### src/rtl/qpsk_bit_splitter.sv
// ---------------------------------------------------------------------------
// qpsk_bit_splitter
//
// Purpose:
//   Collects a serial bit stream into dibits and presents each dibit to a
//   QPSK modulator as an {O,E} pair that is held for one full symbol
//   (SYMBOL_LEN clocks). The first bit of a dibit becomes O (odd, MSB) and
//   the second becomes E (even, LSB). When a symbol boundary passes with no
//   complete dibit buffered, the previous pair is held and Underrun pulses.
//
// Parameters:
//   SYMBOL_LEN  clocks per symbol, legal range 2..127
//
// Ports:
//   Clk         clock, all logic on the rising edge
//   Rst         synchronous active-high reset
//   Din         serial data bit
//   Din_valid   Din is valid this cycle
//   Din_ready   block accepts Din this cycle (combinational from state)
//   O           odd bit (dibit MSB) to the modulator, held for the symbol
//   E           even bit (dibit LSB) to the modulator, held for the symbol
//   Sym_strobe  one-cycle pulse in the first cycle a new O/E pair is driven
//   Underrun    one-cycle pulse when a boundary passes with no full dibit
//
// Configuration:
//   QPSK_DIFF_ENC_EN  when defined, {O,E} is differentially encoded as
//                     phase p_new = (p_prev + dibit) mod 4, where p_prev is
//                     the currently driven {O,E}. Otherwise {O,E} is the
//                     dibit itself and no phase state exists.
// ---------------------------------------------------------------------------
module qpsk_bit_splitter #(
    parameter int SYMBOL_LEN = 100
) (
    input  logic Clk,
    input  logic Rst,
    input  logic Din,
    input  logic Din_valid,
    output logic Din_ready,
    output logic O,
    output logic E,
    output logic Sym_strobe,
    output logic Underrun
);

    localparam int              CW   = 7;
    localparam logic [CW-1:0]   LAST = CW'(SYMBOL_LEN - 1);

    typedef enum logic {
        IDLE,
        RUN
    } state_t;

    state_t          state_q;
    logic [CW-1:0]   cnt_q;
    logic [1:0]      fill_q, fill_d;
    logic [1:0]      buf_q,  buf_d;
    logic            o_q, e_q;
    logic            stb_q, und_q;

    logic            full;
    logic            accept;
    logic            boundary;
    logic            load;
    logic [1:0]      sym_d;

    assign full      = (fill_q == 2'd2);
    assign Din_ready = ~Rst & ~full;
    assign accept    = Din_valid & Din_ready;
    assign boundary  = (state_q == RUN) && (cnt_q == LAST);

    // A load happens on the first edge a full dibit is seen while idle, or on
    // a symbol boundary. It uses the pre-edge fill, so a bit arriving on the
    // same edge as a boundary is only buffered.
    assign load      = full & ((state_q == IDLE) | boundary);

`ifdef QPSK_DIFF_ENC_EN
    // The driven {O,E} doubles as the previous phase; 2-bit add wraps mod 4.
    assign sym_d = {o_q, e_q} + buf_q;
`else
    assign sym_d = buf_q;
`endif

    // Buffer: shift left so the first bit of the dibit ends up in buf_q[1].
    // Ready is low while full, so load and accept never coincide.
    always_comb begin
        buf_d  = buf_q;
        fill_d = fill_q;
        if (load) begin
            fill_d = 2'd0;
        end else if (accept) begin
            buf_d  = {buf_q[0], Din};
            fill_d = fill_q + 2'd1;
        end
    end

    always_ff @(posedge Clk) begin
        if (Rst) begin
            state_q <= IDLE;
            cnt_q   <= '0;
            fill_q  <= 2'd0;
            buf_q   <= 2'd0;
            o_q     <= 1'b0;
            e_q     <= 1'b0;
            stb_q   <= 1'b0;
            und_q   <= 1'b0;
        end else begin
            fill_q <= fill_d;
            buf_q  <= buf_d;
            stb_q  <= load;
            und_q  <= boundary & ~full;
            if (load) begin
                {o_q, e_q} <= sym_d;
            end
            case (state_q)
                IDLE: begin
                    // Counter stays parked at 0 until the first dibit loads.
                    cnt_q <= '0;
                    if (full) begin
                        state_q <= RUN;
                    end
                end
                RUN: begin
                    // Once running, the symbol clock never stops; underruns
                    // just hold the previous pair.
                    cnt_q <= boundary ? '0 : cnt_q + CW'(1);
                end
                default: begin
                    state_q <= IDLE;
                    cnt_q   <= '0;
                end
            endcase
        end
    end

    assign O          = o_q;
    assign E          = e_q;
    assign Sym_strobe = stb_q;
    assign Underrun   = und_q;

endmodule

### config.mk
export PLATFORM = sky130hd
export DESIGN_NAME = qpsk_bit_splitter
export DESIGN_NICKNAME = d
export VERILOG_FILES = /design/src/rtl/qpsk_bit_splitter.sv
export SDC_FILE = /design/constraint.sdc
export NUM_CORES = 1
export LEC_CHECK = 0
export CELL_PAD_IN_SITES_DETAIL_PLACEMENT = 1
export CELL_PAD_IN_SITES_GLOBAL_PLACEMENT = 1
export CORE_UTILIZATION = 42
export CTS_CLUSTER_DIAMETER = 100
export DETAILED_ROUTE_END_ITERATION = 10
export MAX_ROUTING_LAYER = met4
export PLACE_DENSITY_LB_ADDON = 0.1
export SLEW_MARGIN = 30
export SYNTH_ARGS = -nofsm -noshare
export SYNTH_HDL_FRONTEND = slang
export SYNTH_SLANG_ARGS = --single-unit
export TNS_END_PERCENT = 30
### constraint.sdc
create_clock -name Clk -period 4.2 [get_ports Clk]
set_clock_uncertainty 0.15 [all_clocks]
set_input_delay 0.42 -clock Clk [delete_from_list [all_inputs] [get_ports Clk]]
set_output_delay 0.42 -clock Clk [all_outputs]
set_load 0.005 [all_outputs]
Fig. 1: run 1, cells coloured by class
(12 px per um) Fill, decap, tap and diode cells in grey.
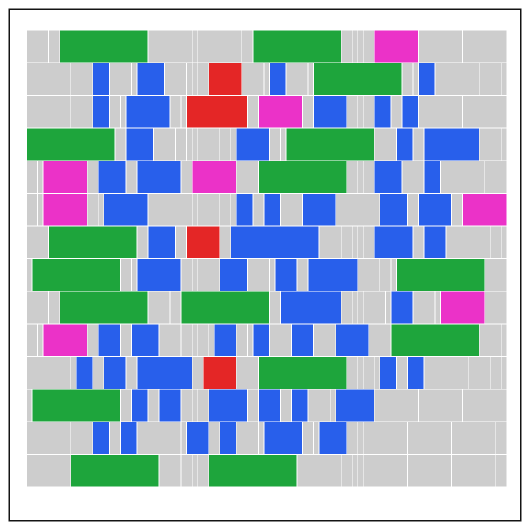
[magenta] remaining buffers and delay cells | cells: 8
[red] clock drivers and dummy loads | cells: 4
[green] sequential cells | cells: 16
[blue] combinational and other logic | cells: 56
Final Util: 0.536
Post-Layout Inst Area: 817 um^2
core area: 1520 um^2

Fig. 2: run 1, sequential cells coloured by netlist name
(12 px per um) Other sequential cells in the stronger grey, the rest of the logic in the fainter grey.
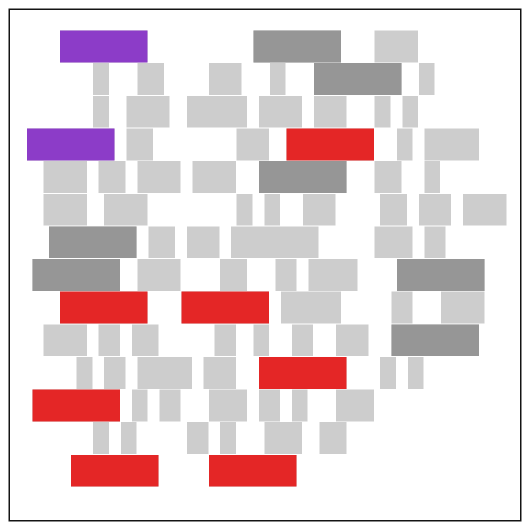
[purple] buf_q | sequential cells: 2
[red] cnt_q | sequential cells: 7
seq pwr: 0.161 mW
Seq/total area: 0.392
Sequential Area: 320 um^2

Fig. 3: run 1, clock network drawn from the DEF
(12 px per um)
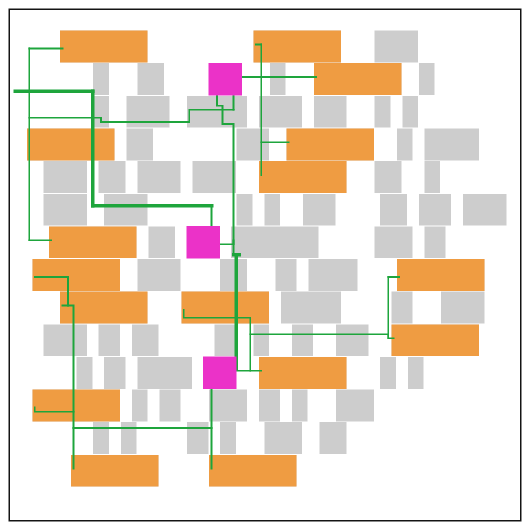
[orange] flip-flops | count: 16
[green] clock wires | length: 196 um
[magenta] clock drivers | count: 3
flops lie: widely spread
clock share of power: 0.348
clock network latency to the later pin of the worst-skew pair: 290 ps

==> out/qor.yml, run 1 <==
flow_run:
  max_cap_viol_count: 0
  openroad.warnings: 26
run_status:
  status: "completed"
sta:
  max_freq_mhz: 445
  setup_ws_ps: 1950
  min_period_ps: 2250
  worstMarginPinSlew_ps: 351
  finalSetupViolCount: 0
  hold_viol: 0
  finalMaxSlewViolations: 0
  relSlewSlack: 0.765
  tns_ps: 0
  rsz0062_at_grt: "no"
  timing.final.crit_share: 0.535
clock_tree:
  clockBufferDepth: 2
  postCtsHoldBufs: 0
  clkSinkCount: 16
  cts_resized: 0
  cts_max_level: 1
  cts_buffers: 3
  clockRootBuffer: "clkbuf_4"
  cts_tree: "done"
  path_clk_slew_ps: 100
  postCtsSetupBuffers: 0
yosys:
  synthesis.instances: 74
  ys_cells: 74
  top_area_frac: 0.465
  synth-seq-cells: 16
  flop_cell: "dfxtp_1"
  synthesis.area_um2: 688
  ys_area_um2: 688
  top_cells_by_count: "dfxtp_1 (16), nor2_1 (13), nand2b_1 (6)"
  ys_seq_share: 0.465
  synth_nets: 80
  top_area_cell: "dfxtp_1"
  edf_count: 0
  synth_top_cell_by_count: "dfxtp_1"
  synthArstFlopShare: 0
  synth.yosys.warnings: 0
  synthTopCellsByArea: "dfxtp_1 (47%), nor2_1 (7.1%), mux2i_1 (5.8%)"
  synth_cell_types: 24
  synth.avg_cell_area_um2: 9.30
floorplan:
  rows: 14
  fp_util: 0.452
  die_w_um: 42.5
  ioPinCount: 9
  die_h_um: 42.5
  dieArea_um2: 1800
placement:
  place_congestion: 0.680
  port_buffers: 8
  post-dp-hpwl_um: 966
  dpl-instance-area_um2: 781
  dp_slack_ps: 1950
setup_path:
  critPathMostFrequentCell: "clkdlybuf4s50_1"
  critPathTopFamily: "buffers and inverters"
  critPathLaunchType: "primary input"
  cpPeakStageDelay_ps: 580
  crit_fanout: 12
  critical_path_buf_inv_count: 2
  path_class: "in -> out"
  crit_slowest_cell: "clkdlybuf4s50_1"
  cp.required_ps: 3630
  path_cells: "clkdlybuf4s50_1, nor2_1, clkdlybuf4s50_1"
  arrival_ps: 1680
  cp-end-kind: "output port"
power:
  p_leak_nw: 0.283
  ir_drop_mv: 0.172
  power_density_nw_per_um2: 359
grt:
  grt_pass1_vias: 503
  grt_pass1_wl_um: 2140
  grt_overflow: 0
  track_usage: 0.167
  grt_max_degree: 13
  antenna_found_initial: 0
hold_path:
  hp-class: "reg -> reg"
cells_and_area:
  fillers: 179
  area_delta_synth_final_pct: 18.7
  antenna_cells: 0
  final_nets: 91
  drive_above_1_share: 0.0833
route:
  first_pass_iters: 2
  wl_um: 1280
  avgViaCountPerCell: 5.48
  drc_errors: 0
  ant_nets: 0
  drt_iter0_drc: 3
  wl_per_cell_um: 12.8
  vias: 548
[run 1: registers in the layout, indices dropped and copies added, names as in the netlist]
signal and cells:
E 1, Sym_strobe 1, buf_q 2, O 1, Underrun 1, state_q 1, fill_q 2, cnt_q 7
[run 1: power breakdown]
| part | switching (mW) | leakage (nW) | internal, mW |
|---|---|---|---|
| Clock | 0.0494 | 0.0210 | 0.0528 |
| Combinational | 0.0146 | 0.132 | 0.0154 |
| Sequential | 0.00440 | 0.130 | 0.157 |
| Total | 0.0684 | 0.283 | 0.225 |
[run 1: final timing paths]
check	startpoint	end	slack, ps	cells past startpoint
setup reg to reg	cnt_q[0]	Underrun	2600	4
setup / recovery	Rst	Din_ready	1950	3
hold reg to reg	cnt_q[0]	cnt_q[0]	330	1
hold / removal	cnt_q[0]	cnt_q[0]	330	1
[run 1: through the flow]
step | instances | utilization | power (mW) | hold slack [ps]
3_5_place_dp | 96 | 0.512 | 0.195 | 309
5_1_grt | 100 | 0.536 | 0.304 | 350
3_3_place_gp | 96 | 0.512 | 0.194 | 297
6_report | 100 | 0.536 | 0.294 | 329
2_1_floorplan | 74 | - | 0.184 | 280
4_1_cts | 100 | 0.536 | 0.296 | 332
[run 1: placed cells by master, fill, tap and decap left out]
cell type / instances
or4_1: 1
nor2_1: 13
o2111ai_1: 1
nand2_1: 3
a21oi_1: 3
nand3_1: 4
mux2i_1: 4
nand2b_1: 6
o21bai_2: 1
a211oi_1: 1
or4b_4: 1
clkbuf_4: 3
ha_1: 2
o21ai_0: 2
or3_1: 2
o22ai_4: 1
o211ai_1: 2
nor3_1: 1
inv_1: 3
dfxtp_1: 16
clkbuf_8: 1
xnor2_1: 1
nor2b_1: 1
clkdlybuf4s50_1: 8
xor2_1: 2
and2b_1: 1
[run 1: final cells by class]
class / count / area, um^2 / area share
tap: 16 / 20.0 / 0.0245
multi-input combinational: 53 / 349 / 0.427
clock buffer: 4 / 36.3 / 0.0444
inverter: 3 / 11.3 / 0.0138
timing repair buffer: 8 / 80.1 / 0.0980
sequential: 16 / 320 / 0.392
[run 1: worst register-to-register path, cell delays in order (launching register included)]
cell and delay, ps:
dfxtp_1 390, ha_1 250, nand2_1 180, or4_1 430, nor3_1 130
[run 1: logic make-up (layout without fill, tap and decap cells)]
logic type | count (synthesis) | in the layout | synth area share
xor+xnor | 3 | 3 | 0.0382
simple gates | 33 | 33 | 0.247
flops | 16 | 16 | 0.465
buf+inv | 5 | 15 | 0.0273
compound gates | 11 | 11 | 0.127
mux | 4 | 4 | 0.0582
fa+ha+maj | 2 | 2 | 0.0364
[run 1: routing by layer]
layer | vias up | GRT usage | share of wire
met1 | 261 | 0.212 | 0.49
li1 | 275 | - | -
met5 | - | - | 0
met2 | 8 | 0.243 | 0.47
met3 | 4 | 0.0259 | 0.030
met4 | 0 | 0.113 | 0.015
Fig. 4: run 1, supply network
(10 px per um) Pins as bars on the die edge.
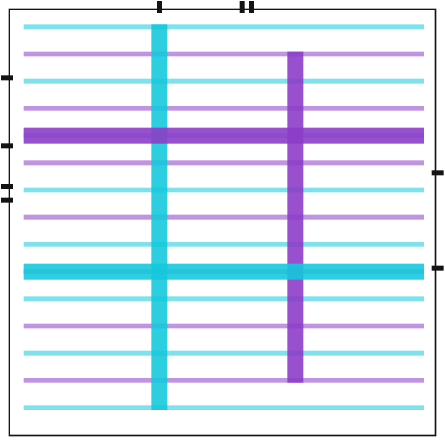

## Run 2: what changed since run 1
--- a/config.mk
+++ b/config.mk
@@ -7,7 +7,7 @@
 export LEC_CHECK = 0
 export CELL_PAD_IN_SITES_DETAIL_PLACEMENT = 1
 export CELL_PAD_IN_SITES_GLOBAL_PLACEMENT = 1
-export CORE_UTILIZATION = 42
+export CORE_UTILIZATION = 39
 export CTS_CLUSTER_DIAMETER = 100
 export DETAILED_ROUTE_END_ITERATION = 10
 export MAX_ROUTING_LAYER = met4
==> constraint.sdc (replaced) <==
create_clock -name Clk -period 2.3 [get_ports Clk]
set_clock_uncertainty 0.15 [all_clocks]
set_input_delay 0.23 -clock Clk [delete_from_list [all_inputs] [get_ports Clk]]
set_output_delay 0.23 -clock Clk [all_outputs]
set_load 0.005 [all_outputs]
Fig. 5: run 2, supply network
(8 px per um) Pins as bars on the die edge.
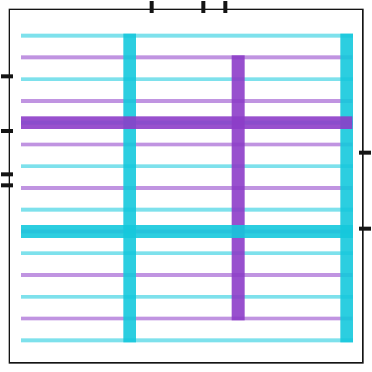
[purple] VDD
[cyan] VSS
met4 straps: 3
met5 straps: 2
met1 rails: 15
rows: 14
signal pins: 9
Peak supply drop: 0.444 mV
core area: 1580 um^2
Chip Width: 44.0 um
die height: 44.0 um

==> out/qor.yml, run 2 <==
sta:
  timing.final.crit_share: 0.872
  relSlewSlack: 0.784  # +0.0187
  hold_viol: 0  # unchanged
  tns_ps: 0  # unchanged
  holdWs_ps: 321  # -8.40 ps
  worstMarginPinSlew_ps: 324  # -27.9 ps
  setup_ws_ps: 294  # -1660 ps
  min_period_ps: 2010
  finalSetupViolCount: 0  # unchanged
  rsz0062_at_grt: "no"
  finalMaxSlewViolations: 0  # unchanged
  max_freq_mhz: 498
clock_tree:
  clockRootBuffer: "clkbuf_4"
  clkSinkCount: 16  # unchanged
  clockBufferDepth: 2  # unchanged
  cts_tree: "done"
  cts_resized: 0  # unchanged
  postCtsSetupBuffers: 0  # unchanged
  cts_buffers: 3  # unchanged
  path_clk_slew_ps: 100  # about the same
  postCtsHoldBufs: 0  # unchanged
  clk_latency_ps: 290  # about the same
  cts_max_level: 1  # unchanged
grt:
  grt_use_met3: 0.0250  # -0.000862
  grtUsageMet1: 0.223  # +0.0107
  track_usage: 0.171  # +0.00380
  busiest_layer: "met2"
  grt_overflow: 0  # unchanged
  grt_pass1_vias: 520  # +3.4%
  gr-usage-met2: 0.244  # +0.00104
  antenna_found_initial: 0  # unchanged
  grt_pass1_wl_um: 2280  # +6.7%
  grt_max_degree: 12  # -1
placement:
  port_buffers: 8  # unchanged
  post-dp-hpwl_um: 990  # +2.5%
  place_congestion: 0.724  # +6.4%
  post-place-cells: 97  # +1.0%
  dp_slack_ps: 609  # -1340 ps
setup_path:
  cp.required_ps: 1920  # -1710 ps
  path_cells: "inv_1, ha_1, nor2_1, clkdlybuf4s50_1"
  critPathTopFamily: "buffers and inverters"
  crit_fanout: 9  # -3
  cpPeakStageDelay_ps: 500  # -80 ps
  cp-end-kind: "output port"
  arrival_ps: 1630  # -50 ps
  critical_path_buf_inv_count: 2  # unchanged
  path_class: "reg -> out"
  crit_slowest_cell: "clkdlybuf4s50_1"
  critPathLaunchType: "flop"
flow_run:
  max_cap_viol_count: 0  # unchanged
  openroad.warnings: 26  # unchanged
yosys:
  ys_cells: 74  # unchanged
  top_cells_by_count: "dfxtp_1 (16), nor2_1 (13), nand2b_1 (6)"
  synthTopCellsByArea: "dfxtp_1 (47%), nor2_1 (7.1%), mux2i_1 (5.8%)"
  ys_seq_share: 0.465  # unchanged
  synthesis.area_um2: 688  # unchanged
  synth.avg_cell_area_um2: 9.30  # unchanged
  synth_top_cell_by_count: "dfxtp_1"
  edf_count: 0  # unchanged
  ys_area_um2: 688  # unchanged
  synth.yosys.warnings: 0  # unchanged
  flop_cell: "dfxtp_1"
  top_area_cell: "dfxtp_1"
  synthesis.instances: 74  # unchanged
  synth_nets: 80  # unchanged
  synthArstFlopShare: 0  # unchanged
  synth_cell_types: 24  # unchanged
  synth-seq-cells: 16  # unchanged
  top_area_frac: 0.465  # unchanged
cells_and_area:
  lay_top_count: "dfxtp_1"
  final_cell_count_no_fill: 101  # +1.0%
  largest_reg_flops: 7  # unchanged
  top_regs: "cnt_q: 7 flops, buf_q: 2 flops, fill_q: 2 flops"
  antenna_cells: 0  # unchanged
  drive_above_1_share: 0.0941  # +0.0108
  layout_top_cells: "dfxtp_1 (16), nor2_1 (13), clkdlybuf4s50_1 (8)"
  final_nets: 92  # +1.1%
  largest-register: "cnt_q"
  area_delta_synth_final_pct: 19.8
floorplan:
  dieArea_um2: 1940  # +7.3%
  fp_util: 0.437  # -0.0151
  ioPinCount: 9  # unchanged
  rows: 14  # unchanged
run_status:
  status: "completed"
power:
  power_density_nw_per_um2: 656  # +83%
  p_leak_nw: 0.288  # +1.7%
  p_total_mw: 0.541  # +84%
route:
  vias: 533  # -2.7%
  drt_iter0_drc: 6  # +3
  ant_nets: 0  # unchanged
  wl_per_cell_um: 13.3  # +4.0%
  wl_um: 1350  # +5.1%
  drc_errors: 0  # unchanged
  first_pass_iters: 3  # +1
  avgViaCountPerCell: 5.28  # -3.7%
hold_path:
  hp-class: "reg -> reg"
## run 2: logic make-up (layout without fill, tap and decap cells)
| family | count (synthesis) | count (layout) | synth area share |
|---|---|---|---|
| multiplexers | 4 | 4 | 0.0582 |
| adder cells (fa/ha/maj) | 2 | 2 | 0.0364 |
| buffers and inverters | 5 | 16 | 0.0273 |
| XOR/XNOR | 3 | 3 | 0.0382 |
| AND-OR/OR-AND | 11 | 11 | 0.127 |
| flip-flops | 16 | 16 | 0.465 |
| AND/OR/NAND/NOR | 33 | 33 | 0.247 |
## run 2: final timing paths
kind          endpoint  slack [ps]  cells past startpoint       from
min           cnt_q[0]         320                      1   cnt_q[0]
max          Din_ready         290                      4  fill_q[0]
min reg2reg   cnt_q[0]         320                      1   cnt_q[0]
max reg2reg   Underrun         710                      4   cnt_q[0]
## run 2: final cells by class
class	instances	area, um^2
timing repair buffer	9	87.6
multi-input combinational	53	349
sequential	16	320
tap	16	20.0
inverter	3	11.3
clock buffer	4	36.3
fill	193	752
## run 2: through the flow
stage | cell area [um^2] | util
after CTS | 825 | 0.523
after global placement | 788 | 0.500
after global routing | 825 | 0.523
after detailed placement | 788 | 0.500
final | 825 | 0.523
after floorplan | 688 | -
## run 2: metal layers
metal  wire length [um]  vias to the layer above
li1                   -                      274
met2                607                        8
met4                 26                        0
met1                669                      247
met3                 44                        4
met5                  0                        -
## run 2: worst reg2reg max path, delay by kind of cell, from the launching register on
kind,cells,cell delay [ps]
AND/OR/NAND/NOR,3,740
flip-flops,1,380
adder cells (fa/ha/maj),1,260
## run 2: report_power, final
group	internal [mW]	switching [mW]
clock	0.0965	0.0932
combinational	0.0294	0.0276
sequential	0.287	0.00780
total	0.413	0.129
Fig. 6: run 2, clock network drawn from the DEF
(12 px per um)
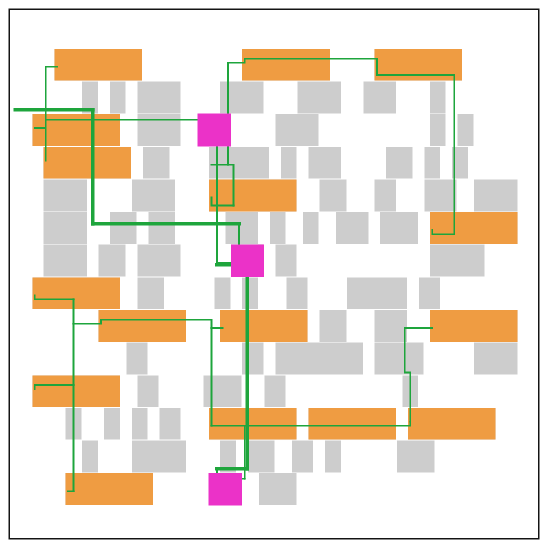

## Run 3: what changed since run 2
--- a/config.mk
+++ b/config.mk
@@ -7,9 +7,10 @@
 export LEC_CHECK = 0
 export CELL_PAD_IN_SITES_DETAIL_PLACEMENT = 1
 export CELL_PAD_IN_SITES_GLOBAL_PLACEMENT = 1
-export CORE_UTILIZATION = 39
+export CORE_UTILIZATION = 35
 export CTS_CLUSTER_DIAMETER = 100
 export DETAILED_ROUTE_END_ITERATION = 10
+export GPL_TIMING_DRIVEN = 1
 export MAX_ROUTING_LAYER = met4
 export PLACE_DENSITY_LB_ADDON = 0.1
 export SLEW_MARGIN = 30
Fig. 7: run 3, clock network drawn from the DEF
(12 px per um)
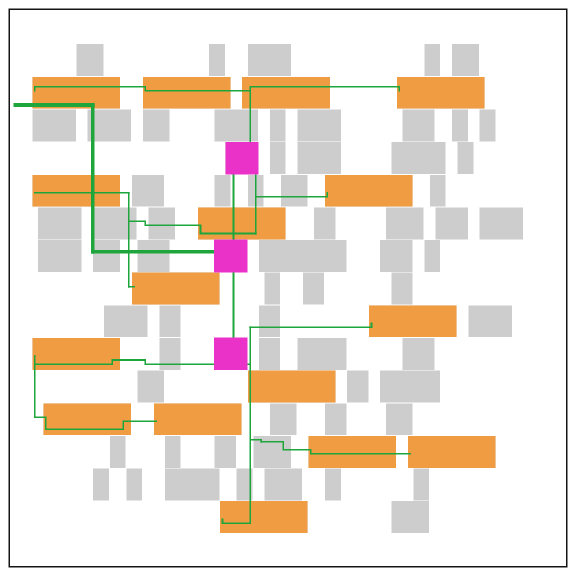
[magenta] clock drivers | count: 3
[orange] flip-flops | count: 16
[green] clock wires | length: 206 um
routed clock nets: 4
flops lie: widely spread
clock share of power: 0.292
Clk power: 0.144 mW
clock network latency to the later pin of the worst-skew pair: 270 ps

==> out/qor.yml, run 3 <==
yosys:
  top_cells_by_count: "dfxtp_1 (16), nor2_1 (13), nand2b_1 (6)"
  flop_cell: "dfxtp_1"
  synth_nets: 80  # unchanged
  synth.avg_cell_area_um2: 9.30  # unchanged
  synthArstFlopShare: 0  # unchanged
  synth.yosys.warnings: 0  # unchanged
  synth_cell_types: 24  # unchanged
  synthTopCellsByArea: "dfxtp_1 (47%), nor2_1 (7.1%), mux2i_1 (5.8%)"
  ys_area_um2: 688  # unchanged
  top_area_cell: "dfxtp_1"
  synthesis.area_um2: 688  # unchanged
  edf_count: 0  # unchanged
  ys_seq_share: 0.465  # unchanged
  top_area_frac: 0.465  # unchanged
  synth-seq-cells: 16  # unchanged
  ys_cells: 74  # unchanged
  synth_top_cell_by_count: "dfxtp_1"
  synthesis.instances: 74  # unchanged
setup_path:
  crit_fanout: 9  # unchanged
  r2r-end: "Underrun"
  path_class: "reg -> out"
  critPathTopFamily: "buffers and inverters"
  timing.rr.start: "cnt_q[0]"
  path_cells: "inv_1, ha_1, nor2_1, clkdlybuf4s50_1"
  worst-r2r-setup-slack_ps: 720  # about the same
  critical_path_buf_inv_count: 2  # unchanged
  cp.required_ps: 1920  # about the same
  crit_slowest_cell: "clkdlybuf4s50_1"
  critPathLaunchType: "flop"
  cp-end-kind: "output port"
  worstRegToRegCells: 4  # unchanged
  cpPeakStageDelay_ps: 510  # about the same
  arrival_ps: 1600  # -30 ps
cells_and_area:
  antenna_cells: 0  # unchanged
  area_delta_synth_final_pct: 19.5
  fin_area_um2: 822  # -0.30%
  lay_top_count: "dfxtp_1"
  fillers: 221  # +15%
  layout_top_cells: "dfxtp_1 (16), nor2_1 (13), clkdlybuf4s50_1 (8)"
  final_util: 0.461  # -0.0620
  drive_above_1_share: 0.0833  # -0.0108
  largest_reg_flops: 7  # unchanged
  largest-register: "cnt_q"
  final_nets: 92  # unchanged
  top_regs: "cnt_q: 7 flops, buf_q: 2 flops, fill_q: 2 flops"
placement:
  port_buffers: 8  # unchanged
  post-dp-hpwl_um: 961  # -3.0%
  dp_slack_ps: 572  # -37.5 ps
  place_congestion: 0.764  # +5.6%
  dpl-instance-area_um2: 800  # +1.4%
route:
  wl_met1_um: 700  # +4.6%
  drt_iter0_drc: 5  # -1
  first_pass_iters: 2  # -1
  route.met2.wl_um: 482  # -21%
  vias: 521  # -2.3%
  wl_um: 1230  # -8.5%
  wl_per_cell_um: 11.3  # -15%
  avgViaCountPerCell: 4.78  # -9.4%
  wl_met3_um: 36  # -18%
  drc_errors: 0  # unchanged
  routed.top_layer: "met4"
  ant_nets: 0  # unchanged
floorplan:
  dieArea_um2: 2150  # +11%
  die_w_um: 46.3  # +5.3%
  die_h_um: 46.3  # +5.3%
  rows: 15  # +1
  ioPinCount: 9  # unchanged
  fp_util: 0.386  # -0.0505
  core_area_um2: 1780  # +13%
sta:
  finalSetupViolCount: 0  # unchanged
  max_freq_mhz: 504  # +1.1%
  finalMaxSlewViolations: 0  # unchanged
  setup_ws_ps: 316  # +22.3 ps
  rsz0062_at_grt: "no"
  holdWs_ps: 324  # +3.57 ps
  tns_ps: 0  # unchanged
  hold_viol: 0  # unchanged
  worstMarginPinSlew_ps: 302  # -21.5 ps
  relSlewSlack: 0.798  # +0.0143
  timing.final.crit_share: 0.863  # -0.00971
  min_period_ps: 1980  # -22.3 ps
power:
  p_leak_nw: 0.281  # -2.5%
  power_density_nw_per_um2: 601  # -8.4%
  ir_drop_mv: 0.303  # -32%
grt:
  grt_max_degree: 10  # -2
  grt_pass1_vias: 468  # -10%
  grt_overflow: 0  # unchanged
  grt_pass1_wl_um: 2070  # -9.3%
  track_usage: 0.141  # -0.0297
  antenna_found_initial: 0  # unchanged
hold_path:
  timing.hold.worst_path_depth: 1  # unchanged
  holdCritStartpoint: "cnt_q[0]"
  hold_end: "cnt_q[0]"
  hp-class: "reg -> reg"
clock_tree:
  cts_buffers: 3  # unchanged
  clockRootBuffer: "clkbuf_4"
  postCtsHoldBufs: 0  # unchanged
  cts_tree: "done"
  cts_max_level: 1  # unchanged
  path_clk_slew_ps: 90  # about the same
  postCtsSetupBuffers: 0  # unchanged
  cts_resized: 0  # unchanged
  clkSinkCount: 16  # unchanged
  clockBufferDepth: 2  # unchanged
run_status:
  status: "completed"
flow_run:
  max_cap_viol_count: 0  # unchanged
  openroad.warnings: 26  # unchanged
run 3: cell counts after synthesis:
No cell type changed its count.
run 3: area by class of cell:
cell class	count	area (um^2)	share of cell area
clock buffer	3	22.5	0.0274
inverter	3	11.3	0.0137
multi-input combinational	53	349	0.425
sequential	16	320	0.390
tap	25	31.3	0.0381
timing repair buffer	9	87.6	0.107
run 3: logic make-up after synthesis:
logic type | synth area share
and+or+nand+nor | 0.247
xor gates and xnor gates | 0.0382
AOI/OAI and AO/OA | 0.127
DFF | 0.465
muxes | 0.0582
buffers and inverters | 0.0273
adders and majority gates | 0.0364
run 3: through the flow:
step	power, mW	std cells
2_1_floorplan	0.336	74
3_3_place_gp	0.357	106
3_5_place_dp	0.357	106
4_1_cts	0.499	109
5_1_grt	0.514	109
6_report	0.494	109
run 3: worst max-delay path by stage:
stage	from	slack [ps]	depth (start not counted)	end
finish	fill_q[0]	320	4	Din_ready
global route	fill_q[0]	220	4	Din_ready
CTS	fill_q[0]	290	4	Din_ready
detailed placement	Rst	570	3	Din_ready
global placement	Rst	570	3	Din_ready
floorplan	fill_q[0]	840	6	buf_q[0]
run 3: worst reg2reg max path: cells and delay by family (launching register included):
kind / cells / cell delay (ps)
DFF: 1 / 380
adders and majority gates: 1 / 250
and+or+nand+nor: 3 / 720
run 3: power by group:
group	internal [mW]	switching [mW]
Sequential	0.287	0.00781
Combinational	0.0292	0.0263
Clock	0.0606	0.0836
run 3: layer usage:
layer | up-vias | global-route usage
li1 | 275 | -
met1 | 237 | 0.212
met2 | 7 | 0.175
met3 | 2 | 0.0235
met4 | 0 | 0.0706
met5 | - | -
Power figures rest on the tool's default switching activity, not on a simulated workload.
